### Met1 routing

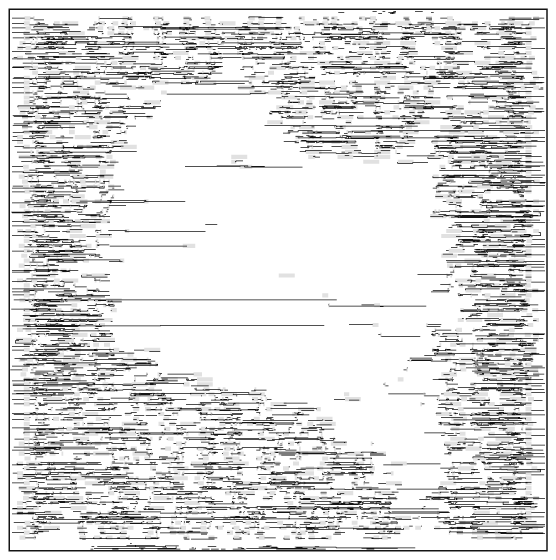
### Met2 routing

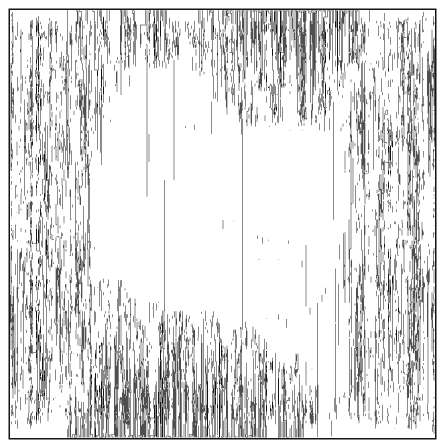
Design mem_port_arbiter, sky130hd; sources not shown.
==> ci_impl_report.md <==
## Synthesis and layout report

| Metric | Value |
|---|---|
| Status | `finished clean` |
| Max incr delay on CP | `a little over 0.7 ns` |
| Slowest cell on the critical path | `buf_4` |
| Die height | `just under 300 um` |
| Worst Skew | `0.01512 ns` |
| Clock tree buffer depth | `3` |
| Top power group | `combinational cells` |
| Clock-cell share of area | `5.342%` |
| Yosys aoi share | `0.1034%` |
| Chip area line of the yosys report | `14520 um^2` |
| Core Rows | `106` |
| CP cell instances | `nor2_4 > buf_4 > buf_4 > clkdlybuf4s50_1` |
| Combinational share of power | `47.6%` |
| Crit path buf inv count | `3` |
| CP max FO | `a little under 70` |
| Final hold vios | `0` |
| Global Route Usage Sum | `around 16%` |
| Tool Warnings | `31` |
| Count leader, synth | `nand2_1` |
| Clk pwr share | `between 20% and 30%` |
| Max Slew Vio Count | `0` |
| Signal buf overhead | `a little under a third` |
| Critical Path RT | `7.65 ns` |
| Drt first pass iters | `4` |
| CP Depth | `4` |
| Share of cells above drive strength 1 | `3.381%` |
| Max-area cell share | `about half` |
| Die area | `87620 um^2` |
| Biggest area cells | `dfrtp_1 (50%), nand2_1 (19%), nand3_1 (11%)` |
| Yosys reg bits | `293` |
| First-pass GRT wire length | `107.2 mm` |
| Total Nets Final | `about 3000` |
| Leak | `12.11 nW` |
| Adder-cell area share of the yosys netlist | `0%` |
| Syn Inst Count | `just under 2000` |
| Total grt overflow | `0` |
| RSZ-0062 raised after global routing | `false` |
| Final Util | `29.09%` |
| F_max | `roughly 250 MHz` |
| Logic share of the area | `22.05%` |
| Non-filler cells, final | `3756` |
| Flop share of the area | `30.31%` |
| Area growth syn-to-layout | `66.62%` |
| Minimum clock period | `3.989 ns` |
| Hold depth | `2` |
| Logic Gate Count | `about 1200` |
| Post-synth EDFFs | `0` |
| Final hold slack | `0.4670 ns` |
| Largest net degree at the start of global routing | `131` |
| Cell area after synthesis | `14520 um^2` |
| Crit path capture type | `primary output` |
| Fin area | `24190 um^2` |
| Area fraction in mux cells | `0%` |
| Post-route setup slack | `between 4 and 5 ns` |
| Simple-Gate Fraction of Synth Area | `36.25%` |
| Routed Antenna Nets | `0` |
| Registers | `293` |
| Mean Syn Cell Area | `~7.4 um^2` |
| Reg power frac | `between 30% and 40%` |
| R2R depth | `7` |
| Peak supply drop | `0.1561 mV` |
## Picture notes: 'Met1 routing'
- main direction: horizontal
- longest straight run: 149 um
- wire length on this layer: 27.9 mm
- nets with wire on the layer: 2742
- share of all routed wire: 39%
WL final: 71.35 mm
GR Layer Usage met1: 17.74%
DR vias: 15690

## Picture notes: 'Met2 routing'
- nets with wire on the layer: 2588
- longest straight run: 147 um
- main direction: vertical
met2 Resource Use GR: 26.62%

-- worst min-delay path, delay by kind of cell (launching register included) --
kind,cells,cell delay [ns]
flip-flops,1,0.33
AND/OR/NAND/NOR,2,0.10
-- placed cells by master (no fill, tap or decap), drive strengths merged --
cell type,Yosys,layout
clkinv,0,7
nand4,128,128
nand2,747,747
nor2,6,6
dfrtp,292,292
clkbuf,28,59
inv,328,329
bufinv,0,2
buf,115,19
clkinvlp,0,1
clkdlybuf4s50,0,744
dfstp,1,1
nand3,323,323
nor3,1,1
diode,0,14
o21ai,3,3
-- routing by layer --
layer / global-route usage (%) / part of all wire (%) / vias up
li1: - / - / 7428
met4: 6.571 / 3.6 / 10
met5: 0 / 0.10 / -
met2: 26.62 / 48 / 574
met3: 6.003 / 9.4 / 114
met1: 17.74 / 39 / 7560
Power and IR drop assume default switching activity.
